`src/rtl/th_array_hyst.sv`:
```
// Array of weighted threshold gates with hysteresis, plus a ko acknowledge FSM
// that counts completed DATA->NULL wavefronts and flags data arriving during a NULL request.
module th_array_hyst #(
  parameter int          N_IN      = 4,
  parameter int          THRESH    = 2,
  parameter logic [31:0] WEIGHTS   = 32'h0000_2111,
  parameter int          CHANNELS  = 1,
  parameter int          RESET_VAL = 0
) (
  input  logic                     clk,
  input  logic                     rst,
  input  logic [CHANNELS*N_IN-1:0] x,
  output logic [CHANNELS-1:0]      y,
  output logic                     all_data,
  output logic                     all_null,
  output logic                     ko,
  output logic [7:0]               wave_cnt,
  output logic                     hyst_err
);

  function automatic int weight_sum(input logic [31:0] w, input int n);
    int s;
    s = 0;
    for (int i = 0; i < n && i < 8; i++) s += int'(w[4*i +: 4]);
    return s;
  endfunction

  function automatic bit weights_ok(input logic [31:0] w, input int n);
    for (int i = 0; i < n && i < 8; i++)
      if (w[4*i +: 4] == 4'd0) return 1'b0;
    return 1'b1;
  endfunction

  localparam int   WSUM = weight_sum(WEIGHTS, N_IN);
  localparam int   SW   = $clog2(WSUM + 1);
  localparam logic RV   = (RESET_VAL != 0);

  if (N_IN < 2 || N_IN > 8) begin : g_bad_n_in
    $error("th_array_hyst: N_IN must be in 2..8");
  end
  if (CHANNELS < 1 || CHANNELS > 32) begin : g_bad_channels
    $error("th_array_hyst: CHANNELS must be in 1..32");
  end
  if (!weights_ok(WEIGHTS, N_IN)) begin : g_bad_weights
    $error("th_array_hyst: every active weight must be in 1..15");
  end
  if (THRESH < 1 || THRESH > WSUM) begin : g_bad_thresh
    $error("th_array_hyst: THRESH must be in 1..sum of weights");
  end
  if (RESET_VAL < 0 || RESET_VAL > 1) begin : g_bad_reset_val
    $error("th_array_hyst: RESET_VAL must be 0 or 1");
  end

  // ko handshake: ko=1 requests DATA; the gates answer with all_data, which
  // flips ko to 0 (request NULL); all_null then flips it back and closes a wavefront.
  typedef enum logic {ST_RFN = 1'b0, ST_RFD = 1'b1} ko_state_t;
  localparam ko_state_t ST_RESET = RV ? ST_RFN : ST_RFD;

  ko_state_t             state_q, state_d;
  logic                  wave_inc;
  logic [CHANNELS-1:0]   y_next;
  logic                  data_rise;

  always_comb begin
    y_next = y;
    for (int c = 0; c < CHANNELS; c++) begin
      logic [SW-1:0] acc;
      acc = '0;
      for (int i = 0; i < N_IN; i++)
        if (x[c*N_IN + i]) acc = acc + SW'(WEIGHTS[4*i +: 4]);
      // Below threshold but not fully null: the gate keeps its previous value.
      if (acc >= SW'(THRESH))
        y_next[c] = 1'b1;
      else if (x[c*N_IN +: N_IN] == '0)
        y_next[c] = 1'b0;
      else
        y_next[c] = y[c];
    end
  end

  assign all_data = &y;
  assign all_null = ~|y;

  always_comb begin
    state_d  = state_q;
    wave_inc = 1'b0;
    ko       = (state_q == ST_RFD);
    case (state_q)
      ST_RFD: if (all_data) state_d = ST_RFN;
      ST_RFN: if (all_null) begin
        state_d  = ST_RFD;
        wave_inc = 1'b1;
      end
      default: state_d = ST_RESET;
    endcase
  end

  assign data_rise = (|(y_next & ~y)) && !ko;

  always_ff @(posedge clk or posedge rst) begin
    if (rst) begin
      y        <= {CHANNELS{RV}};
      state_q  <= ST_RESET;
      wave_cnt <= 8'd0;
      hyst_err <= 1'b0;
    end else begin
      y       <= y_next;
      state_q <= state_d;
      if (wave_inc && wave_cnt != 8'hFF) wave_cnt <= wave_cnt + 8'd1;
      if (data_rise) hyst_err <= 1'b1;
    end
  end

endmodule

```
`config.mk`:
```
export PLATFORM = sky130hd
export DESIGN_NAME = th_array_hyst
export DESIGN_NICKNAME = d
export VERILOG_FILES = /design/src/rtl/th_array_hyst.sv
export SDC_FILE = /design/constraint.sdc
export NUM_CORES = 1
export LEC_CHECK = 0
export CAP_MARGIN = 20
export CORE_MARGIN = 4
export CORE_UTILIZATION = 39
export DETAILED_ROUTE_END_ITERATION = 6
export PLACE_DENSITY = 0.75
export SETUP_SLACK_MARGIN = 0.1
export SLEW_MARGIN = 20
export SYNTH_ARGS = -nofsm -noshare
export SYNTH_HDL_FRONTEND = slang
export SYNTH_SLANG_ARGS = --single-unit
```
`constraint.sdc`:
```
create_clock -name clk -period 1.3 [get_ports clk]
set_input_delay 0.325 -clock clk [delete_from_list [all_inputs] [get_ports clk]]
set_output_delay 0.325 -clock clk [all_outputs]
set_load 0.005 [all_outputs]
```
### Clock distribution, run 1

Drawn at 8 px/um.
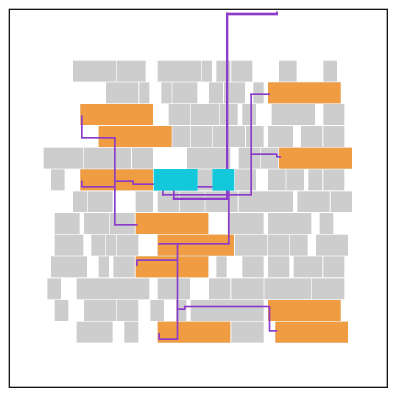
[clock drivers] cyan | count: 3
[clock wires] purple | length: 166 um
[flip-flops] orange | count: 11
routed clock nets	4

### Congestion heat map, run 1

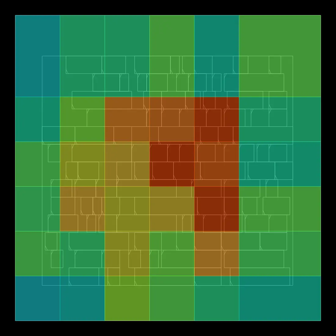
GRT Total Usage: 0.1698
WL per Instance: 15.36 um
Finished Core Util: 0.7940
GR peak layer: met2
met2 Track Usage GR: 0.3062

==> out/qor.yml, run 1 <==
outcome:
  status: "finished with violations"
  violations: "setup timing"
timing:
  finalSetupTns_ns: -0.8972
  whs_ns: 0.3570
  final.period_utilization: 1.128
  setup_violations: 10
  slew_headroom: 0.7028
  postLayoutSetupSlackWorst_ns: -0.1662
  worstMarginPinSlew_ns: 0.4453
  final_hold_viol_count: 0
  layout_min_cycle_time_ns: 1.466
yosys:
  fp_nets: 64
  ys_warn_count: 0
  ys_seq_frac: 0.4643
  ys_ff: 11
  ys_area_sq_um: 595.6
clocking:
  cts_tree: "yes"
  htreeDepth: 1
  worstSkewPairLatency_ns: 0.26
  cts.path.max_buffers: 2
  cts_sinks: 11
  clk_pin_slew_ns: 0.08
power_and_ir_drop:
  max-vdd-ir-drop_v: 0.001008
  p_total_uw: 1213
  powerDensity_mw_per_mm2: 1118
placement:
  port_buffers: 18
  placedInstanceArea_sq_um: 904.6
  gp_congestion: 0.6941
critical_path:
  endpoint: "wave_cnt[1]$_DFFE_PP0P_"
  crit_arrival_ns: 1.61
  cp_max_fo: 3
  slowest_stage: "dfrtp_1"
  reg2reg_from: "wave_cnt[1]$_DFFE_PP0P_"
  r2r_end: "wave_cnt[1]$_DFFE_PP0P_"
  path_cells: "buf_6 > ha_4 > nand4_1 > o21ai_2 > mux2_4"
  path_depth: 5
  regToRegSetupSlack_ns: -0.17
floorplanning:
  initCoreUtil: 0.4359
  die_area_sq_mm: 0.002217
  io_pins: 19
  die_x_um: 47.08
layout:
  nets: 112
  lay_top_count: "buf_4"
  layout_top_cells: "buf_4, buf_6, dfrtp_1, clkbuf_2, mux2_4"
  fin_area_sq_mm: 0.001085
  drive_above_1_share: 0.6275
global_routing:
  grt_pass1_wl_mm: 2.663
  antenna_found_initial: 0
routing:
  ant_nets: 0
  first_iter_violations: 6
worst_hold_path:
  hp-class: "in -> async"
### Routed metal per tile, run 1

Drawn at 8 px/um. 9 x 9 tiles, from dark purple (low) to yellow (high), scaled to the fullest tile. Values are wire area over tile area, all layers added.
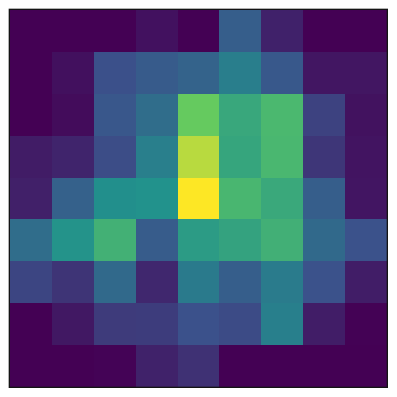
densest ninth of the die	center
mean over tiles	0.13
nearly empty tiles	21%
tiles over half the peak	19%
emptiest ninth of the die	north-west
fullest tile	0.52

-- run 1: sequential cells by signal, summed over array words and instances, names as in the netlist --
signal    cells
wave_cnt      8
ko            1
all_data      1
hyst_err      1
-- run 1: per-stage QoR --
stage | worst slack [ns] | std cells
global placement | -0.5732 | 98
detailed placement | -0.5766 | 98
CTS | -0.1045 | 115
finish | -0.1662 | 117
floorplan | -0.07268 | 55
global route | -0.2236 | 117
-- run 1: worst reg2reg max path: stages, from the launching register on --
cell,delay [ns]
dfrtp_1,0.39
buf_6,0.12
ha_4,0.14
nand4_1,0.15
o21ai_2,0.24
mux2_4,0.33
-- run 1: worst min path at each step --
stage	endpoint	slack, ns
after floorplan	all_data$_DFF_PP0_	0.18
after global placement	hyst_err$_DFFE_PP0P_	0.47
after detailed placement	hyst_err$_DFFE_PP0P_	0.46
after CTS	wave_cnt[4]$_DFFE_PP0P_	0.36
after global routing	wave_cnt[4]$_DFFE_PP0P_	0.39
final	wave_cnt[3]$_DFFE_PP0P_	0.36
-- run 1: cell type report --
type,count,area (sq um)
clock buffer,4,26.28
fill,91,281.5
inverter,5,33.78
multi-input combinational,38,374.1
sequential,11,276.5
tap,15,18.77
timing repair buffer,44,355.3
-- run 1: cells in the mapped netlist --
master	n
dfrtp_1	10
o2bb2ai_1	1
o21ai_0	1
dfstp_2	1
nor2b_1	1
o211ai_1	1
mux2_1	5
a31oi_1	1
nor3b_2	1
nor2_1	2
a31o_2	1
nand2_1	4
inv_1	5
a41oi_1	1
o21ai_2	1
nor4bb_1	1
ha_1	3
nand3_1	3
nand2b_1	2
buf_4	1
nor3b_1	1
and3_1	1
o21a_1	1
nand4_1	2
a21oi_1	1
xnor2_1	1
and4bb_1	1
or2_2	1
-- run 1: cell families after synthesis --
kind of cell,share of synthesized area
AND/OR/NAND/NOR,0.2080
multiplexers,0.09453
AND-OR/OR-AND,0.1114
XOR/XNOR,0.01471
buffers and inverters,0.04413
adder cells (fa/ha/maj),0.06303
flip-flops,0.4643
-- run 1: routing by layer --
metal  wire (um)  vias up  global-route usage
li1            -      292                   -
met1         735      304              0.2067
met3          93       10             0.03831
met5           0        -                   0
met2         927       27              0.3062
met4          41        0             0.03315
-- run 1: what timing repair did --
item | 4_1_cts | 5_1_grt
gates resized | 53 | 23
setup buffers | 14 | 3
pin swaps | 11 | 4
setup endpoints to repair | 23 | 21
gates cloned | 0 | 0
hold buffers | 0 | 0
-- run 1: power breakdown --
group          internal [uW]  switching [uW]  total, uW
registers                391            40.9        432
logic                    354             190        545
clock network            118             118        236
==> run 2: changes to the inputs <==
--- a/config.mk
+++ b/config.mk
@@ -11,7 +11,7 @@
 export DETAILED_ROUTE_END_ITERATION = 6
 export PLACE_DENSITY = 0.75
 export SETUP_SLACK_MARGIN = 0.1
-export SLEW_MARGIN = 20
+export SLEW_MARGIN = 40
 export SYNTH_ARGS = -nofsm -noshare
 export SYNTH_HDL_FRONTEND = slang
 export SYNTH_SLANG_ARGS = --single-unit
### Clock distribution, run 2

Drawn at 8 px/um.
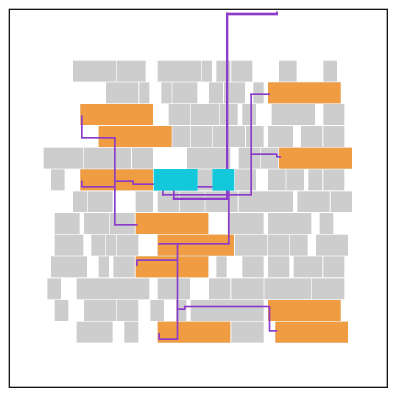
[flip-flops] orange | count: 11
[clock drivers] cyan | count: 3
[clock wires] purple | length: 166 um
routed clock nets	4

### Signal wires on met3, run 2

Drawn at 6 px/um.
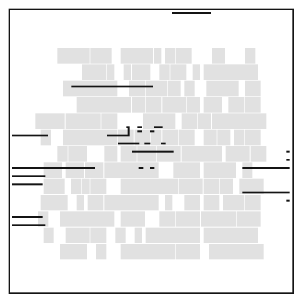
wire length on this layer	93.1 um
longest straight run	13.6 um
nets with wire on the layer	19
main direction	horizontal
share of all routed wire	5.2%
vias: 633
overall routed net length: 1.797 mm
GR Util met3: 0.03831

==> out/qor.yml, run 2 <==
outcome:
  status: "finished with violations"
  violations: "setup timing"
timing:
  rsz0062_at_grt: "true"
  worstMarginPinSlew_ns: 0.4453
  setup_violations: 10
  drv_slew: 0
  whs_ns: 0.3570
  slew_headroom: 0.7028
  final_hold_viol_count: 0
  final.period_utilization: 1.128
  layout_min_cycle_time_ns: 1.466
  finalSetupTns_ns: -0.8972
  postLayoutSetupSlackWorst_ns: -0.1662
routing:
  via_per_inst: 5.410
  ant_nets: 0
  drt-wirelength-per-cell_um: 15.36
  first_iter_violations: 6
  route.detailed.drc: 0
global_routing:
  grt_pass1_wl_mm: 2.663
  grt-ovfl-total: 0
  antenna_found_initial: 0
  grtUsageMet1: 0.2067
  use_met2: 0.3062
  grtUsageTotal: 0.1698
  gr-max-usage-layer: "met2"
  grt_pass1_vias: 574
placement:
  placedInstanceArea_sq_um: 904.6
  port_buffers: 18
  dp_hpwl_mm: 1.036
  gp_congestion: 0.6941
  dp.cells: 98
yosys:
  area_leaders: "dfrtp_1, mux2_1, ha_1"
  ys_warn_count: 0
  synth.logic.top_family: "simple AND/OR/NAND/NOR gates"
  avgSynthCellArea_sq_um: 10.83
  adder_share: 0.06303
  synth-main-ff-cell: "dfrtp_1"
  ys_area_sq_um: 595.6
  simple_gate_share: 0.2080
  async_flop_share: 1.000
  synth_top_cell_by_area: "dfrtp_1"
  ys_seq_frac: 0.4643
  synthMuxAreaShare: 0.09454
  top_cells_by_count: "dfrtp_1, inv_1, mux2_1"
  fp_nets: 64
  ys_cells: 55
  aoi_share: 0.1113
  top_area_frac: 0.4202
  top_cell: "dfrtp_1"
  edf_count: 0
  ys_ff: 11
  ys_sh_xor: 0.01471
layout:
  layout_top_cells: "buf_4, buf_6, dfrtp_1, clkbuf_2, mux2_4"
  final_cells: 117
  regMostFlops: "wave_cnt"
  largest_reg_flops: 8
  drive_above_1_share: 0.6275
  n_fill_cell: 91
  fin_area_sq_mm: 0.001085
  syn2layout_area_growth_pct: 82.14
  lay_top_count: "buf_4"
  nets: 112
power_and_ir_drop:
  powerDensity_mw_per_mm2: 1118
  p_total_uw: 1213
  max-vdd-ir-drop_v: 0.001008
clocking:
  numCtsBuffers: 3
  htreeDepth: 1
  cts_tree: "yes"
  clk_pin_slew_ns: 0.08
  cts.path.max_buffers: 2
  cts_sinks: 11
  worstSkewPairLatency_ns: 0.26
floorplanning:
  initCoreUtil: 0.4359
  die_area_sq_mm: 0.002217
  row_count: 13
  die_x_um: 47.08
  io_pins: 19
critical_path:
  endpoint: "wave_cnt[1]$_DFFE_PP0P_"
  crit_arrival_ns: 1.61
  required_ns: 1.45
  cp_max_fo: 3
  setup.worst_path.end_class: "register"
  r2r_end: "wave_cnt[1]$_DFFE_PP0P_"
  reg2reg_from: "wave_cnt[1]$_DFFE_PP0P_"
  regToRegSetupSlack_ns: -0.17
  cp-start-kind: "register"
job:
  warning_count: 30
worst_hold_path:
  hp-class: "in -> async"
### Routed metal per tile, run 2

Drawn at 8 px/um. 9 x 9 tiles, from dark purple (low) to yellow (high), scaled to the fullest tile. Values are wire area over tile area, all layers added.
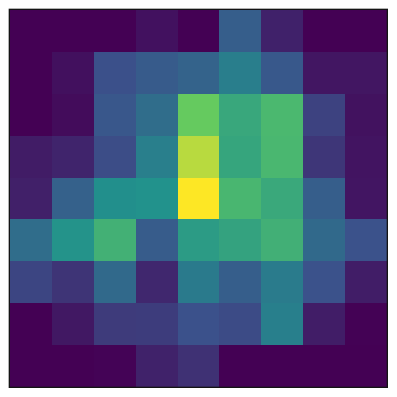
tiles over half the peak	19%
fullest tile	0.52
nearly empty tiles	21%
densest ninth of the die	center

run 2: cell counts after synthesis:
No cell type changed its count.
run 2: cells by family (layout without fill, tap and decap cells):
kind of cell	Yosys count	count (layout)
AND/OR/NAND/NOR	20	20
flip-flops	11	11
AND-OR/OR-AND	9	9
buffers and inverters	6	53
multiplexers	5	5
adder cells (fa/ha/maj)	3	3
XOR/XNOR	1	1
run 2: through the flow:
step,worst slack (ns),utilization
6_report,-0.1662,0.7940
5_1_grt,-0.2236,0.7940
4_1_cts,-0.1045,0.7949
3_5_place_dp,-0.5766,0.6621
3_3_place_gp,-0.5732,0.6621
2_1_floorplan,-0.07268,-
run 2: layout make-up:
| type | count | area [sq um] | area share |
|---|---|---|---|
| well taps | 15 | 18.77 | 0.01730 |
| inverters | 5 | 33.78 | 0.03114 |
| flip-flops and latches | 11 | 276.5 | 0.2549 |
| multi-input cells | 38 | 374.1 | 0.3449 |
| repair buffers | 44 | 355.3 | 0.3276 |
| clock buffers | 4 | 26.28 | 0.02422 |
run 2: worst max-delay path, cell delays in order (launching register included):
cell	delay, ns
dfrtp_1	0.39
buf_6	0.12
ha_4	0.14
nand4_1	0.15
o21ai_2	0.24
mux2_4	0.33
run 2: how the worst min path moves through the flow:
| stage | startpoint | to | slack [ns] | cells after the start |
|---|---|---|---|---|
| 2_1_floorplan | rst | all_data$_DFF_PP0_ | 0.18 | 1 |
| 3_3_place_gp | hyst_err$_DFFE_PP0P_ | hyst_err$_DFFE_PP0P_ | 0.47 | 1 |
| 3_5_place_dp | hyst_err$_DFFE_PP0P_ | hyst_err$_DFFE_PP0P_ | 0.46 | 1 |
| 4_1_cts | rst | wave_cnt[4]$_DFFE_PP0P_ | 0.36 | 2 |
| 5_1_grt | rst | wave_cnt[4]$_DFFE_PP0P_ | 0.39 | 2 |
| 6_report | rst | wave_cnt[3]$_DFFE_PP0P_ | 0.36 | 2 |
run 2: report_power, final:
group | leakage (uW) | internal [uW] | switching (uW)
sequential | 0.000139 | 391 | 40.9
combinational | 0.000391 | 354 | 190
clock | 0.0000150 | 118 | 118
total | 0.000546 | 864 | 349
run 2: what timing repair did:
action | CTS | global route
pin swaps | 11 | 4
hold endpoints to repair | 0 | 0
hold buffers | 0 | 0
gates resized | 53 | 23
endpoints found under the setup margin | 23 | 21
cloned | 0 | 0
buffers inserted | 14 | 3
run 2: routing by layer:
layer,vias up,share of wire
met5,-,0
met4,0,0.023
met3,10,0.052
met2,27,0.52
met1,304,0.41
li1,292,-
Power figures rest on the tool's default switching activity, not on a simulated workload.
